==> src/rtl/rs_pkg.sv <==
// Shared constants and GF(2^8) helpers for the RS(194,190) superframe encoder.
package rs_pkg;

   localparam logic [8:0] FIELD_POLY = 9'h11D;
   localparam logic [7:0] GEN_C3     = 8'h0F;
   localparam logic [7:0] GEN_C2     = 8'h36;
   localparam logic [7:0] GEN_C1     = 8'h78;
   localparam logic [7:0] GEN_C0     = 8'h40;

   localparam int CW_LEN       = 194;
   localparam int MSG_LEN      = 190;
   localparam int PAR_LEN      = 4;
   localparam int SF_IN_WORDS  = 95;
   localparam int SF_OUT_WORDS = 97;
   localparam int WORD_BYTES   = 8;
   localparam int CW_PER_SF    = (SF_OUT_WORDS * WORD_BYTES) / CW_LEN;

   // Shift-and-add multiply; with a constant c this collapses to an XOR network.
   function automatic logic [7:0] gf_mul_const(input logic [7:0] a, input logic [7:0] c);
      logic [7:0] acc;
      logic [7:0] sh;
      acc = '0;
      sh  = a;
      for (int i = 0; i < 8; i++) begin
         if (c[i]) acc = acc ^ sh;
         sh = {sh[6:0], 1'b0} ^ (sh[7] ? FIELD_POLY[7:0] : 8'h00);
      end
      return acc;
   endfunction

   function automatic int cw_end_byte(input logic [1:0] ph);
      return MSG_LEN * (int'(ph) + 1);
   endfunction

   // Input word that holds the last message byte of codeword ph.
   function automatic logic [6:0] bnd_word(input logic [1:0] ph);
      return 7'((cw_end_byte(ph) - 1) / WORD_BYTES);
   endfunction

   // Number of codeword-ph bytes at the front of its boundary word.
   function automatic logic [3:0] tail_len(input logic [1:0] ph);
      return 4'(cw_end_byte(ph) - WORD_BYTES * int'(bnd_word(ph)));
   endfunction

endpackage

==> src/rtl/rs_enc_lfsr.sv <==
// Combinational 8-byte parallel parity update; bytes whose mask bit is 0 are skipped.
module rs_enc_lfsr
   import rs_pkg::*;
(
   input  logic [31:0] state_in,
   input  logic [63:0] data,
   input  logic [7:0]  byte_mask,
   output logic [31:0] state_out
);

   logic [7:0] r3, r2, r1, r0, fb;

   // Byte i is data[63-8i -: 8]; state_in[31:24] is the highest-degree parity byte.
   always_comb begin
      r3 = state_in[31:24];
      r2 = state_in[23:16];
      r1 = state_in[15:8];
      r0 = state_in[7:0];
      fb = '0;
      for (int i = 0; i < 8; i++) begin
         fb = data[63-8*i -: 8] ^ r3;
         if (byte_mask[i]) begin
            r3 = r2 ^ gf_mul_const(fb, GEN_C3);
            r2 = r1 ^ gf_mul_const(fb, GEN_C2);
            r1 = r0 ^ gf_mul_const(fb, GEN_C1);
            r0 = gf_mul_const(fb, GEN_C0);
         end
      end
      state_out = {r3, r2, r1, r0};
   end

endmodule

==> src/rtl/rs_encoder.sv <==
// RS(194,190) superframe encoder: 95 words in, 97 words out, parity packed without gaps.
// Optional bypass mode controlled by rsfec_ena is compiled in with RS_ENC_BYPASS_EN.
module rs_encoder
   import rs_pkg::*;
(
   input  logic        clk,
   input  logic        rstn,
   input  logic        rsfec_ena,
   input  logic        tx_data_vld,
   input  logic [63:0] tx_data,
   output logic        tx_data_rdy,
   output logic        enc_data_vld,
   output logic [63:0] enc_data,
   output logic        enc_sof
);

   logic [6:0]                     wcnt;
   logic [$clog2(CW_PER_SF)-1:0]   phase;
   logic [31:0]                    par_st;
   logic [63:0]                    res_buf;
   logic [3:0]                     res_cnt;

   logic        accept, at_sf_start, enc_mode, is_bnd, last_word;
   logic [3:0]  tail_n;
   logic [7:0]  tail_mask, head_mask;
   logic [31:0] par_tail, par_head;
   logic [95:0] new_vec;
   logic [3:0]  new_cnt;
   logic [127:0] cat_vec;
   logic [4:0]  sum_cnt;
   logic [3:0]  res_cnt_nxt;

   assign accept      = tx_data_vld & tx_data_rdy;
   assign at_sf_start = (wcnt == '0) && (phase == '0) && (res_cnt == '0);

`ifdef RS_ENC_BYPASS_EN
   // Mid-superframe the encoder always runs, so rsfec_ena only takes effect at a boundary.
   assign enc_mode = rsfec_ena | ~at_sf_start;
`else
   logic unused_rsfec_ena;
   assign unused_rsfec_ena = rsfec_ena;
   assign enc_mode         = 1'b1;
`endif

   assign is_bnd    = (wcnt == bnd_word(phase));
   assign tail_n    = tail_len(phase);
   assign last_word = (wcnt == 7'(SF_IN_WORDS - 1));

   always_comb begin
      tail_mask = '0;
      head_mask = '0;
      for (int i = 0; i < 8; i++) begin
         tail_mask[i] = ~is_bnd | (4'(i) < tail_n);
         head_mask[i] = is_bnd & (4'(i) >= tail_n);
      end
   end

   rs_enc_lfsr u_lfsr_tail (
      .state_in  (par_st),
      .data      (tx_data),
      .byte_mask (tail_mask),
      .state_out (par_tail)
   );

   rs_enc_lfsr u_lfsr_head (
      .state_in  (32'h0),
      .data      (tx_data),
      .byte_mask (head_mask),
      .state_out (par_head)
   );

   // Boundary word expands to tail bytes, 4 parity bytes, then head bytes of the next codeword.
   always_comb begin
      new_vec = {tx_data, 32'h0};
      new_cnt = 4'(WORD_BYTES);
      if (is_bnd) begin
         new_cnt = 4'(WORD_BYTES + PAR_LEN);
         for (int j = 0; j < WORD_BYTES + PAR_LEN; j++) begin
            if (j < int'(tail_n))
               new_vec[95-8*j -: 8] = tx_data[63-8*j -: 8];
            else if (j < int'(tail_n) + PAR_LEN)
               new_vec[95-8*j -: 8] = par_tail[31-8*(j-int'(tail_n)) -: 8];
            else
               new_vec[95-8*j -: 8] = tx_data[63-8*(j-PAR_LEN) -: 8];
         end
      end
   end

   assign sum_cnt     = 5'(res_cnt) + 5'(new_cnt);
   assign res_cnt_nxt = 4'(sum_cnt - 5'(WORD_BYTES));
   assign cat_vec     = {res_buf, 64'h0} | ({new_vec, 32'h0} >> {res_cnt, 3'b000});

   // Output register stage: one word per cycle, residual bytes carried left-aligned in res_buf.
   always_ff @(posedge clk or negedge rstn) begin
      if (!rstn) begin
         wcnt         <= '0;
         phase        <= '0;
         par_st       <= '0;
         res_buf      <= '0;
         res_cnt      <= '0;
         tx_data_rdy  <= 1'b1;
         enc_data_vld <= 1'b0;
         enc_data     <= '0;
         enc_sof      <= 1'b0;
      end else if (res_cnt == 4'(WORD_BYTES)) begin
         enc_data     <= res_buf;
         enc_data_vld <= 1'b1;
         enc_sof      <= 1'b0;
         res_buf      <= '0;
         res_cnt      <= '0;
         tx_data_rdy  <= 1'b1;
      end else if (accept && enc_mode) begin
         enc_data     <= cat_vec[127:64];
         enc_data_vld <= 1'b1;
         enc_sof      <= at_sf_start;
         res_buf      <= cat_vec[63:0];
         res_cnt      <= res_cnt_nxt;
         tx_data_rdy  <= (res_cnt_nxt != 4'(WORD_BYTES));
         par_st       <= is_bnd ? par_head : par_tail;
         if (last_word) begin
            wcnt  <= '0;
            phase <= '0;
         end else begin
            wcnt  <= wcnt + 7'd1;
            phase <= phase + {1'b0, is_bnd};
         end
      end else if (accept) begin
         enc_data     <= tx_data;
         enc_data_vld <= 1'b1;
         enc_sof      <= 1'b0;
      end else begin
         enc_data_vld <= 1'b0;
         enc_sof      <= 1'b0;
      end
   end

endmodule

==> config.mk <==
export PLATFORM = sky130hd
export DESIGN_NAME = rs_encoder
export DESIGN_NICKNAME = d
export VERILOG_FILES = /design/src/rtl/rs_pkg.sv /design/src/rtl/rs_enc_lfsr.sv /design/src/rtl/rs_encoder.sv
export SDC_FILE = /design/constraint.sdc
export NUM_CORES = 1
export LEC_CHECK = 0
export ABC_CLOCK_PERIOD_IN_PS = 16200
export CAP_MARGIN = 20
export CORE_MARGIN = 1
export CORE_UTILIZATION = 40
export DETAILED_ROUTE_END_ITERATION = 8
export HOLD_SLACK_MARGIN = 0.02
export PLACE_DENSITY = 0.68
export REMOVE_ABC_BUFFERS = 1
export SYNTH_ARGS = -nofsm -noshare
export SYNTH_HDL_FRONTEND = slang
export SYNTH_HIERARCHICAL = 1
export SYNTH_SLANG_ARGS = --single-unit
==> constraint.sdc <==
create_clock -name clk -period 16.2 [get_ports clk]
set_clock_uncertainty 0.2 [all_clocks]
set_input_delay 3.24 -clock clk [delete_from_list [all_inputs] [get_ports clk]]
set_output_delay 3.24 -clock clk [all_outputs]
set_load 0.03 [all_outputs]
Fig. 1: clock wiring as the flow saved it
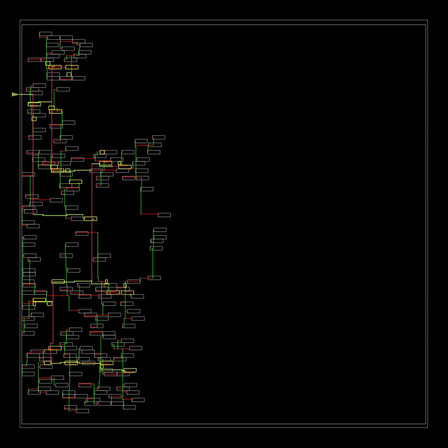
clock buffer count in the final layout: 20
worst-skew pair later-pin latency: 0.46 ns
number of clock buffers inserted by TritonCTS: 17

Fig. 2: layout detail
Region (215, 215) to (235, 235) µm. Cells in gray, sequential cells in the stronger gray; small squares are vias.
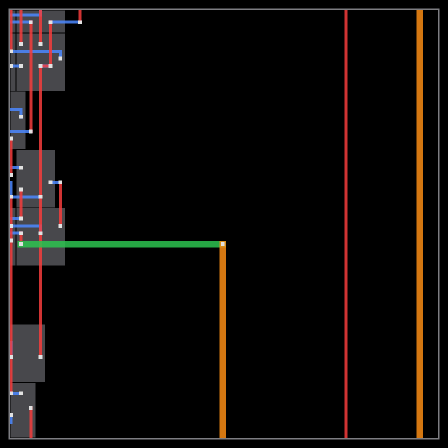
legend:
  metal 2:
    color: red
  metal 3:
    color: green
  metal 1:
    color: blue
  metal 4:
    color: orange
sequential cells in the window: 0
cells with their middle in the window: 6

==> run notes <==
The average instance area after synthesis is 8.86 µm². The share of the cycle needed by the critical path after routing is 97.7%. After layout the signal buffers, clock cells excluded, come to 8.82% of cell area. STA on the placed design reports a worst setup slack of -0.254 ns.

For the number of antenna violations at the first check in global routing, the log shows 3. The tools report the endpoint class of the critical path as a register. The number of fill cells came out at 8,502. The run gives 9.96% for the portion of netlist area occupied by mux cells. In the final design database the tool counted 4,403 nets.

The total inserted antenna cells was 1; the routed wire length was 133,000 µm. The busiest metal layer after global routing is met2. With the H-tree level count at 4, the post-DP HPWL is 106,000 µm.

Based on the critical path, the design can be clocked at up to 63.2 MHz. The proportion of cell area occupied by registers is 10.7%, and the setup slack of the most critical reg-to-reg path is 0.88 ns.

The maximum fanout count along the critical path was 8; the number of antenna-violating nets in the routed design was 0. Of the cells placed in the final design, the portion with a size suffix greater than 1 is 14.5%. Counting flops with an async set or reset pin after synthesis yields a share of 100%. The required time at the endpoint of the critical path was 16.38 ns.

The transition at the pin with the smallest max-transition slack came out at 1.20 ns. Clock tree synthesis selected as its root buffer the cell sky130_fd_sc_hd__clkbuf_16. Number of placement rows: 108. sky130_fd_sc_hd__xnor2_1 takes more of the synthesized area than any other cell.

For this run, global-route usage on met1 was measured as 37.3%. Yosys printed 6 warnings. The flow ran to the end, and the final reports show no timing, DRC or antenna violations.
Fig. 3: met2 routing
(1 px per µm) Cells faint in the background.
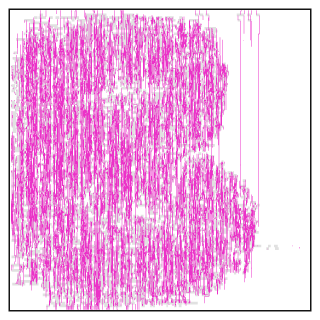
share of all routed wire: 45%
longest straight run: 193 µm
main direction: vertical
wire length on this layer: 59.6 mm
nets with wire on the layer: 3,653

Fig. 4: port wiring
(1 px per µm)
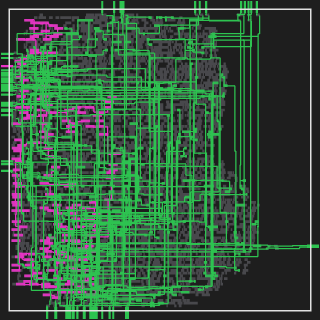
legend:
  tx_data:
    color: green
    direction: input
    edge: 25 left, 23 bottom, 14 top, 2 right
    end_cells: 468
    buffers: 98
    wire: 24.1 mm
  rstn:
    color: magenta
    direction: input
    edge: left
    end_cells: 174
    buffers: 2
    wire: 1,400 µm

